### I/O nets highlighted, run 1

Scale bar: 20 um.
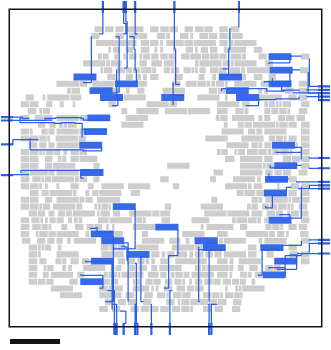
### Placement view, run 1

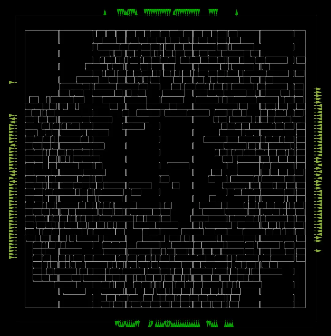
### Metal layers overlaid, run 1

Two of the layers only.
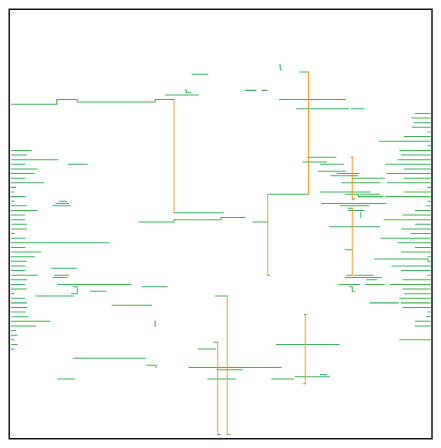
<file path="config.mk">
export PLATFORM = sky130hd
export DESIGN_NAME = logic_unit_arbiter
export DESIGN_NICKNAME = d
export VERILOG_FILES = /design/src/rtl/logic_arb_pkg.sv /design/src/rtl/logic_unit_core.sv /design/src/rtl/logic_unit_arbiter.sv
export SDC_FILE = /design/constraint.sdc
export NUM_CORES = 1
export LEC_CHECK = 0
export CORE_AREA = 4 4 120 122
export CTS_CLUSTER_DIAMETER = 100
export DETAILED_ROUTE_END_ITERATION = 10
export DIE_AREA = 0 0 124 126
export PLACE_DENSITY = 0.86
export SETUP_SLACK_MARGIN = 0.5
export SLEW_MARGIN = 20
export SYNTH_ARGS = -nofsm -noshare
export SYNTH_HDL_FRONTEND = slang
export SYNTH_SLANG_ARGS = --single-unit
</file>
<file path="constraint.sdc">
create_clock -name clock -period 3.4 [get_ports clock]
set_input_delay 0.68 -clock clock [delete_from_list [all_inputs] [get_ports clock]]
set_output_delay 0.68 -clock clock [all_outputs]
set_load 0.05 [all_outputs]
</file>
<file path="src/rtl/logic_arb_pkg.sv">
// ---------------------------------------------------------------------------
// logic_arb_pkg
// Shared definitions for the two-port logic unit arbiter:
//   - state_t       : arbiter FSM states (IDLE, BUSY, DONE)
//   - OP_*          : 2-bit opcode encodings of the logic unit
//   - PORT0 / PORT1 : requester identifiers carried in resp_id
//   - LOGIC_ARB_WIDTH : default operand/result width
// ---------------------------------------------------------------------------
package logic_arb_pkg;

    localparam int LOGIC_ARB_WIDTH = 32;

    typedef enum logic [1:0] {
        IDLE = 2'b00,
        BUSY = 2'b01,
        DONE = 2'b10
    } state_t;

    localparam logic [1:0] OP_AND = 2'b00;
    localparam logic [1:0] OP_OR  = 2'b01;
    localparam logic [1:0] OP_XOR = 2'b10;
    localparam logic [1:0] OP_NOR = 2'b11;

    localparam logic PORT0 = 1'b0;
    localparam logic PORT1 = 1'b1;

endpackage : logic_arb_pkg

</file>
<file path="src/rtl/logic_unit_core.sv">
// ---------------------------------------------------------------------------
// logic_unit_core
// Purely combinational bitwise logic unit built from the datapath gate arrays.
//   i_op     [1:0]       opcode (OP_AND / OP_OR / OP_XOR / OP_NOR)
//   i_a      [WIDTH-1:0] operand A
//   i_b      [WIDTH-1:0] operand B
//   o_result [WIDTH-1:0] bitwise result (0 for an unsupported opcode)
//   o_error              unsupported opcode flag
// Optional feature macro: LOGIC_ARB_XOR_NOR_EN
//   defined   : XOR and NOR are implemented, o_error is always 0
//   undefined : only AND/OR exist, XOR/NOR report o_error=1 with a zero result
// Also contains the gate-array leaf cells used by the core.
// ---------------------------------------------------------------------------

// AND gate array
module logic_and_array #(
    parameter int WIDTH = 32
) (
    input  logic [WIDTH-1:0] i_a,
    input  logic [WIDTH-1:0] i_b,
    output logic [WIDTH-1:0] o_y
);
    assign o_y = i_a & i_b;
endmodule : logic_and_array

// OR gate array
module logic_or_array #(
    parameter int WIDTH = 32
) (
    input  logic [WIDTH-1:0] i_a,
    input  logic [WIDTH-1:0] i_b,
    output logic [WIDTH-1:0] o_y
);
    assign o_y = i_a | i_b;
endmodule : logic_or_array

`ifdef LOGIC_ARB_XOR_NOR_EN
// XOR gate array, only present when the XOR/NOR feature is built
module logic_xor_array #(
    parameter int WIDTH = 32
) (
    input  logic [WIDTH-1:0] i_a,
    input  logic [WIDTH-1:0] i_b,
    output logic [WIDTH-1:0] o_y
);
    assign o_y = i_a ^ i_b;
endmodule : logic_xor_array
`endif

module logic_unit_core
    import logic_arb_pkg::*;
#(
    parameter int WIDTH = LOGIC_ARB_WIDTH
) (
    input  logic [1:0]       i_op,
    input  logic [WIDTH-1:0] i_a,
    input  logic [WIDTH-1:0] i_b,
    output logic [WIDTH-1:0] o_result,
    output logic             o_error
);

    logic [WIDTH-1:0] w_and;
    logic [WIDTH-1:0] w_or;

    logic_and_array #(.WIDTH(WIDTH)) u_and (
        .i_a (i_a),
        .i_b (i_b),
        .o_y (w_and)
    );

    logic_or_array #(.WIDTH(WIDTH)) u_or (
        .i_a (i_a),
        .i_b (i_b),
        .o_y (w_or)
    );

`ifdef LOGIC_ARB_XOR_NOR_EN
    logic [WIDTH-1:0] w_xor;

    logic_xor_array #(.WIDTH(WIDTH)) u_xor (
        .i_a (i_a),
        .i_b (i_b),
        .o_y (w_xor)
    );

    // Opcode decode with the full four-function unit; NOR reuses the OR array
    always_comb begin
        o_result = '0;
        o_error  = 1'b0;
        case (i_op)
            OP_AND:  o_result = w_and;
            OP_OR:   o_result = w_or;
            OP_XOR:  o_result = w_xor;
            OP_NOR:  o_result = ~w_or;
            default: o_result = '0;
        endcase
    end
`else
    // Opcode decode with AND/OR only; anything else is flagged and returns zero
    always_comb begin
        o_result = '0;
        o_error  = 1'b0;
        case (i_op)
            OP_AND: o_result = w_and;
            OP_OR:  o_result = w_or;
            default: begin
                o_result = '0;
                o_error  = 1'b1;
            end
        endcase
    end
`endif

endmodule : logic_unit_core

</file>
<file path="src/rtl/logic_unit_arbiter.sv">
// ---------------------------------------------------------------------------
// logic_unit_arbiter
// Shares one bitwise logic unit between two requesters with round-robin
// arbitration, registered operand capture and a held result.
// Ports:
//   clock, reset (async, active-high)
//   req0_valid/req1_valid in   request pending per port
//   req0_ready/req1_ready out  grant this cycle (combinational)
//   req0_op/req1_op       in   2-bit opcode per port
//   req0_operandA/B, req1_operandA/B in WIDTH operands per port
//   resp_valid  out  result available
//   resp_ready  in   consumer accepts result
//   resp_id     out  port that issued the result
//   resp_error  out  unsupported opcode
//   data_result out  WIDTH result
// Optional feature macro: LOGIC_ARB_XOR_NOR_EN (XOR/NOR support in the core).
// Latency: accept at edge N, resp_valid after edge N+2, IDLE after edge N+3
// when resp_ready is high in the first response cycle.
// ---------------------------------------------------------------------------
module logic_unit_arbiter
    import logic_arb_pkg::*;
#(
    parameter int WIDTH = LOGIC_ARB_WIDTH
) (
    input  logic             clock,
    input  logic             reset,
    input  logic             req0_valid,
    input  logic             req1_valid,
    output logic             req0_ready,
    output logic             req1_ready,
    input  logic [1:0]       req0_op,
    input  logic [1:0]       req1_op,
    input  logic [WIDTH-1:0] req0_operandA,
    input  logic [WIDTH-1:0] req0_operandB,
    input  logic [WIDTH-1:0] req1_operandA,
    input  logic [WIDTH-1:0] req1_operandB,
    output logic             resp_valid,
    input  logic             resp_ready,
    output logic             resp_id,
    output logic             resp_error,
    output logic [WIDTH-1:0] data_result
);

    state_t           r_state;
    state_t           w_state_next;
    logic             r_last_grant;
    logic [1:0]       r_op;
    logic [WIDTH-1:0] r_a;
    logic [WIDTH-1:0] r_b;
    logic             r_id;
    logic             r_resp_valid;
    logic             r_resp_id;
    logic             r_resp_error;
    logic [WIDTH-1:0] r_data_result;

    logic             w_grant0;
    logic             w_grant1;
    logic             w_grant_any;
    logic [WIDTH-1:0] w_core_result;
    logic             w_core_error;
    logic             w_resp_fire;

    // A port wins when it is the only requester, or when the other port was
    // granted last time. Grants only happen in IDLE.
    assign w_grant0    = (r_state == IDLE) && req0_valid
                         && (!req1_valid || (r_last_grant == PORT1));
    assign w_grant1    = (r_state == IDLE) && req1_valid
                         && (!req0_valid || (r_last_grant == PORT0));
    assign w_grant_any = w_grant0 || w_grant1;
    assign w_resp_fire = r_resp_valid && resp_ready;

    logic_unit_core #(.WIDTH(WIDTH)) u_core (
        .i_op     (r_op),
        .i_a      (r_a),
        .i_b      (r_b),
        .o_result (w_core_result),
        .o_error  (w_core_error)
    );

    // FSM state register
    always_ff @(posedge clock or posedge reset) begin
        if (reset) begin
            r_state <= IDLE;
        end else begin
            r_state <= w_state_next;
        end
    end

    // FSM next-state logic
    always_comb begin
        w_state_next = r_state;
        case (r_state)
            IDLE: begin
                if (w_grant_any) begin
                    w_state_next = BUSY;
                end else begin
                    w_state_next = IDLE;
                end
            end
            BUSY: w_state_next = DONE;
            DONE: begin
                if (w_resp_fire) begin
                    w_state_next = IDLE;
                end else begin
                    w_state_next = DONE;
                end
            end
            default: w_state_next = IDLE;
        endcase
    end

    // FSM outputs: grants are combinational; reset masks them so that the
    // ready outputs read 0 while reset is held even if a request is pending.
    always_comb begin
        req0_ready = 1'b0;
        req1_ready = 1'b0;
        if (!reset) begin
            req0_ready = w_grant0;
            req1_ready = w_grant1;
        end else begin
            req0_ready = 1'b0;
            req1_ready = 1'b0;
        end
    end

    // Request capture: opcode, operands and issuing port are latched at the
    // grant edge so later changes on the request ports are ignored.
    always_ff @(posedge clock or posedge reset) begin
        if (reset) begin
            r_last_grant <= PORT1;
            r_op         <= OP_AND;
            r_a          <= '0;
            r_b          <= '0;
            r_id         <= PORT0;
        end else if (w_grant_any) begin
            r_last_grant <= w_grant1 ? PORT1 : PORT0;
            r_op         <= w_grant1 ? req1_op : req0_op;
            r_a          <= w_grant1 ? req1_operandA : req0_operandA;
            r_b          <= w_grant1 ? req1_operandB : req0_operandB;
            r_id         <= w_grant1 ? PORT1 : PORT0;
        end
    end

    // Response registers: result is loaded in BUSY and held until the next
    // operation; resp_valid rises one cycle into DONE and drops on handshake.
    always_ff @(posedge clock or posedge reset) begin
        if (reset) begin
            r_resp_valid  <= 1'b0;
            r_resp_id     <= PORT0;
            r_resp_error  <= 1'b0;
            r_data_result <= '0;
        end else begin
            r_resp_valid <= (r_state == DONE) && !w_resp_fire;
            if (r_state == BUSY) begin
                r_data_result <= w_core_result;
                r_resp_error  <= w_core_error;
                r_resp_id     <= r_id;
            end
        end
    end

    assign resp_valid  = r_resp_valid;
    assign resp_id     = r_resp_id;
    assign resp_error  = r_resp_error;
    assign data_result = r_data_result;

endmodule : logic_unit_arbiter

</file>
==> results.tsv, run 1 <==
stage	metric	value	unit
sta	slew_violations	0	
clock_network	postCtsHoldBufs	0	
pwr	pwr.group.clock	0.00102	W
logic_synthesis	top_cells_by_area	dfrtp_1, o2111ai_1, o211ai_1	
global_routing	busiest_layer	met2	
sta	max_slew_margin	41.9	%
logic_synthesis	synth_chip_area	5460	um2
worst_setup_path	worstRegToRegCells	4	
logic_synthesis	synthDistinctLibCells	26	
clock_network	cts_resized	0	
pwr	p_seq	0.00234	W
clock_network	post_cts_buffers	0	
worst_hold_path	whs_endpoint	resp_valid	
pwr	p_switching	0.00289	W
cells_and_area	final_common_cell	clkdlybuf4s50_1	
global_routing	track_usage	20.0	%
worst_setup_path	cp_slowest_cell	buf_2	
worst_setup_path	cp-startpoint	req0_valid	
sta	setup_violations	0	
sta	rsz0062_at_grt	false	
logic_synthesis	netlist_area	5460	um2
sta	finalHoldViolations	0	
sta	min_period_over_period	81.7	%
worst_setup_path	path_depth	4	
logic_synthesis	synth_area_per_cell	10.6	um2
route	ant_nets	0	
sta	worst_pin_slew	0.870	ns
logic_synthesis	adder_share	5.86	%
placement	port_buffers	173	
pwr	netSwitchingFraction	43.6	%
global_routing	use_met1	26.8	%
pwr	pwr_density_cell	886	nW/um2
die	fp.dieH	126	um
die	pin_count	174	
sta	setup_ws	0.624	ns
cells_and_area	drive_gt1_share	9.02	%
worst_setup_path	r2r_end	r_a[18]	
global_routing	grt_pass1_wl	25100	um
worst_setup_path	cp-end-kind	primary output	
logic_synthesis	syn_nets	654	
die	die-area	15600	um2
sta	min_period	2.78	ns
logic_synthesis	yosys_warnings	0	
run_status	status	complete, no violations	
sta	timing.hold.ws	0.485	ns
Back to the opening pictures, 'I/O nets highlighted':
Blue shows data_result, bits 32, direction output, end cells 32, wire 1140 um.

Back to the opening pictures, 'Placement view':
fraction of area in registers: 35.1%
# Taps: 176
fin util: 56.8%

Back to the opening pictures, 'Metal layers overlaid':
Orange shows met4, wire length 214 um. Green shows met3, wire length 1150 um.

==> inputs of run 2 (changes only) <==
==> constraint.sdc (replaced) <==
create_clock -name clock -period 2.35 [get_ports clock]
set_input_delay 0.47 -clock clock [delete_from_list [all_inputs] [get_ports clock]]
set_output_delay 0.47 -clock clock [all_outputs]
set_load 0.05 [all_outputs]
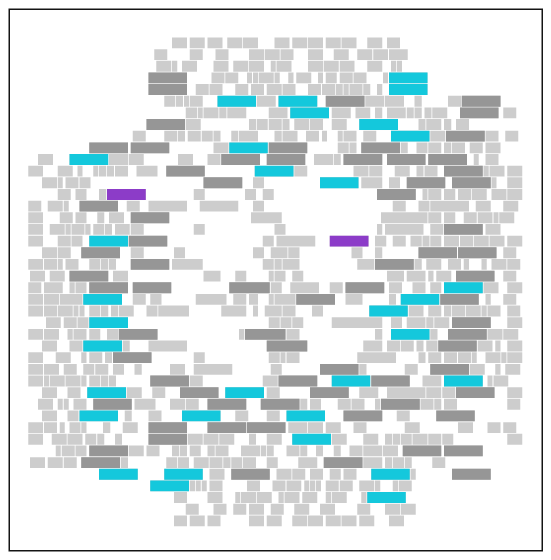
*Sequential cells grouped by signal name, run 2*
Other sequential cells in the stronger gray, the rest of the logic in the fainter gray.
Cyan shows r_b, flops 32. Purple shows r_op, flops 2.

==> run 2 against run 1 <==
- utilization increased by 1.5 points
- synthesized cell count is the same
- critical endpoint unchanged
- critical path type is now flop to primary output
- count of clock-buffer cells in the layout unchanged
==> results.tsv, run 2 <==
stage	metric	value	unit
worst_setup_path	cp-end-kind	primary output	
cells_and_area	drive_gt1_share	12.4	%
logic_synthesis	yosys_warnings	0	
route	ant_nets	0	
sta	min_period_over_period	80.8	%
clock_network	postCtsHoldBufs	0	
pwr	pwr_density_cell	1280	nW/um2
logic_synthesis	adder_share	5.86	%
sta	finalHoldViolations	0	
sta	max_slew_margin	51.4	%
sta	fmax	527	MHz
worst_setup_path	crit_arrival	1.43	ns
logic_synthesis	synthDistinctLibCells	26	
clock_network	post_cts_buffers	4	
global_routing	busiest_layer	met2	
worst_setup_path	cp_slowest_cell	dfstp_2	
job	max_cap_violations	0	
clock_network	cts_resized	46	
sta	setup_ws	0.452	ns
sta	min_period	1.90	ns
global_routing	met2_usage	34.4	%
pwr	p_switching	0.00427	W
sta	setup_violations	0	
worst_setup_path	r2r_end	r_b[0]	
placement	port_buffers	173	
logic_synthesis	syn_nets	654	
logic_synthesis	top_cells_by_area	dfrtp_1, o2111ai_1, o211ai_1	
route	wl_met1	6710	um
global_routing	track_usage	20.7	%
die	pin_count	174	
pwr	netSwitchingFraction	43.5	%
global_routing	grt_pass1_wl	25900	um
logic_synthesis	synth_chip_area	5460	um2
logic_synthesis	netlist_area	5460	um2
logic_synthesis	synth_area_per_cell	10.6	um2
run_status	status	complete, no violations	
route	met3_length	1270	um
worst_setup_path	path_depth	4	
pwr	pwr.group.clock	0.00157	W
worst_setup_path	worstRegToRegCells	5	
global_routing	use_met1	27.6	%
worst_setup_path	cpLargestDelayFamily	flip-flops	
sta	slew_violations	0	
cells_and_area	final_common_cell	clkdlybuf4s50_1	
die	die-area	15600	um2
route	viasPerCell	5.83	
cells_and_area	sh_seq_area	34.2	%
sta	worst_pin_slew	0.728	ns
pwr	p_seq	0.00331	W
worst_hold_path	min_path_type	input port to asynchronous set/reset pin	
worst_setup_path	cp-startpoint	r_last_grant	
placement	pre_cts_ws	0.148	ns
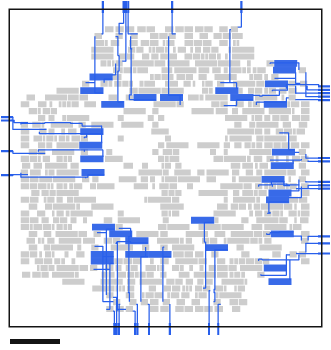
*I/O nets highlighted, run 2*
Scale bar: 20 um.
Blue shows data_result, bits 32, direction output, end cells 32, wire 1150 um.

==> inputs of run 3 (changes only) <==
--- a/config.mk
+++ b/config.mk
@@ -5,11 +5,11 @@
 export SDC_FILE = /design/constraint.sdc
 export NUM_CORES = 1
 export LEC_CHECK = 0
-export CORE_AREA = 4 4 120 122
+export CORE_AREA = 4 4 113 115
 export CTS_CLUSTER_DIAMETER = 100
 export DETAILED_ROUTE_END_ITERATION = 10
-export DIE_AREA = 0 0 124 126
-export PLACE_DENSITY = 0.86
+export DIE_AREA = 0 0 117 119
+export PLACE_DENSITY = 0.91
 export SETUP_SLACK_MARGIN = 0.5
 export SLEW_MARGIN = 20
 export SYNTH_ARGS = -nofsm -noshare
==> constraint.sdc (replaced) <==
create_clock -name clock -period 1.9 [get_ports clock]
set_input_delay 0.38 -clock clock [delete_from_list [all_inputs] [get_ports clock]]
set_output_delay 0.38 -clock clock [all_outputs]
set_load 0.05 [all_outputs]
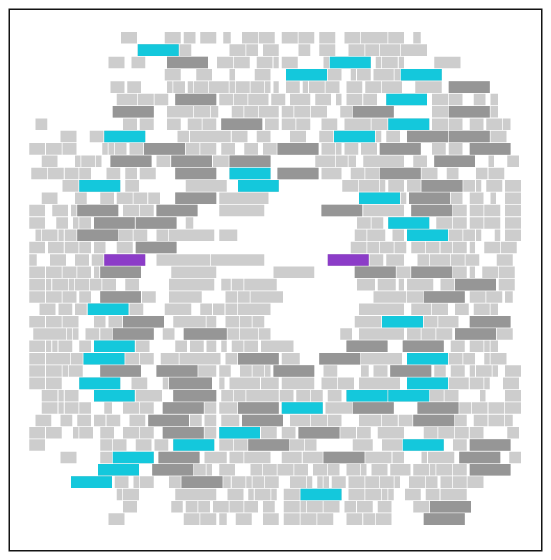
*Sequential cells grouped by signal name, run 3*
Other sequential cells in the stronger gray, the rest of the logic in the fainter gray.
Purple shows r_op, flops 2. Cyan shows r_b, flops 32.
Another 71 sequential cells are not colored.

==> run 3 against run 2 <==
- setup slack got worse by 0.34 ns
- clock skew fell by 0.0017 ns
- utilization rose by 12 points
- global-route usage rose by 4.8 points
- critical path type unchanged
- wire length rose by 9.5%
- clock power rose by 18%
- sequential power rose by 29%
- synthesized area did not move
==> results.tsv, run 3 <==
stage	metric	value	unit
run_status	status	complete, no violations	
route	viasPerCell	6.19	
logic_synthesis	adder_share	5.86	%
sta	rsz0062_at_grt	true	
clock_network	cts_made_buffers	9	
worst_setup_path	crit_buf_inv	1	
pwr	pwr.group.clock	0.00185	W
worst_setup_path	cpLargestDelayFamily	simple AND/OR/NAND/NOR gates	
cells_and_area	sh_seq_area	31.7	%
pwr	p_seq	0.00427	W
global_routing	track_usage	25.5	%
sta	min_period_over_period	94.0	%
pwr	clockPowerShare	13.0	%
worst_setup_path	worstRegToRegCells	6	
job	max_cap_violations	0	
sta	worst_pin_slew	0.553	ns
logic_synthesis	synthArstFlopShare	100	%
cells_and_area	clkCellAreaFrac	3.59	%
clock_network	post_cts_buffers	10	
cells_and_area	fin_nets	821	
worst_hold_path	worstHoldPathCells	3	
global_routing	grt_overflow	0	
sta	setup_violations	0	
cells_and_area	fin_area	8290	um2
sta	min_period	1.79	ns
logic_synthesis	netlist_area	5460	um2
die	pin_count	174	
pwr	pwr_density_cell	1710	nW/um2
logic_synthesis	synth_chip_area	5460	um2
die	die-area	13900	um2
placement	port_buffers	173	
worst_hold_path	whs_endpoint	r_id	
cells_and_area	fill_cells	805	
global_routing	busiest_layer	met2	
route	ant_nets	0	
worst_setup_path	cp-end-kind	primary output	
cells_and_area	drive_gt1_share	29.2	%
logic_synthesis	yosys_warnings	0	
logic_synthesis	synthDistinctLibCells	26	
cells_and_area	final_common_cell	clkdlybuf4s50_1	
worst_setup_path	cp-startpoint	r_state[1]	
pwr	p_switching	0.00622	W
clock_network	cts_tree	yes	
logic_synthesis	syn_nets	654	
logic_synthesis	synth-xor-area-share	0	%
cells_and_area	final_util	70.2	%
logic_synthesis	ys_ff	105	
die	tapCellCount	147	
route	wl_met1	6870	um
global_routing	use_met1	32.0	%
sta	setup_ws	0.114	ns
clock_network	postCtsHoldBufs	0	
worst_setup_path	cp_slowest_cell	dfrtp_2	
placement	pre_cts_ws	-0.0466	ns
route	met3_length	1290	um
worst_setup_path	r2r_end	r_a[28]	
worst_setup_path	path_depth	4	
placement	post_dp_cell_area	7270	um2
cells_and_area	comb_cells	281	
worst_setup_path	crit_arrival	1.41	ns
pwr	power.leakage	3.51	nW
sta	fmax	560	MHz
logic_synthesis	synth_area_per_cell	10.6	um2
sta	slew_violations	0	
logic_synthesis	top_cells_by_area	dfrtp_1, o2111ai_1, o211ai_1	
worst_setup_path	worstPathRequired	1.52	ns
global_routing	met2_usage	43.4	%
pwr	power_leader	combinational cells	
sta	timing.hold.ws	0.471	ns
sta	max_slew_margin	63.2	%
global_routing	grt_pass1_wl	27900	um
sta	finalHoldViolations	0	
clock_network	cts_resized	196	
worst_setup_path	worst-r2r-setup-slack	0.20	ns
pwr	internal-power	0.00796	W
die	fp.dieH	119	um
placement	dp_hpwl	11500	um
pwr	netSwitchingFraction	43.9	%
worst_hold_path	min_path_type	input port to flop	
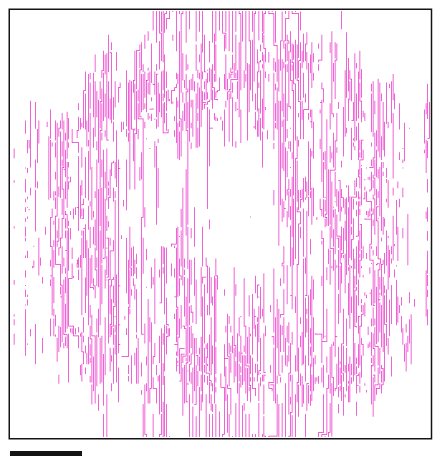
*Signal wires on met2, run 3*
Scale bar: 20 um.
The longest straight run is 53.7 um. The wires run mostly vertical. The layer holds 51% of the routed length. 727 nets have wire on it. The layer carries 8990 um of wire.

Power figures rest on the tool's default switching activity, not on a simulated workload.
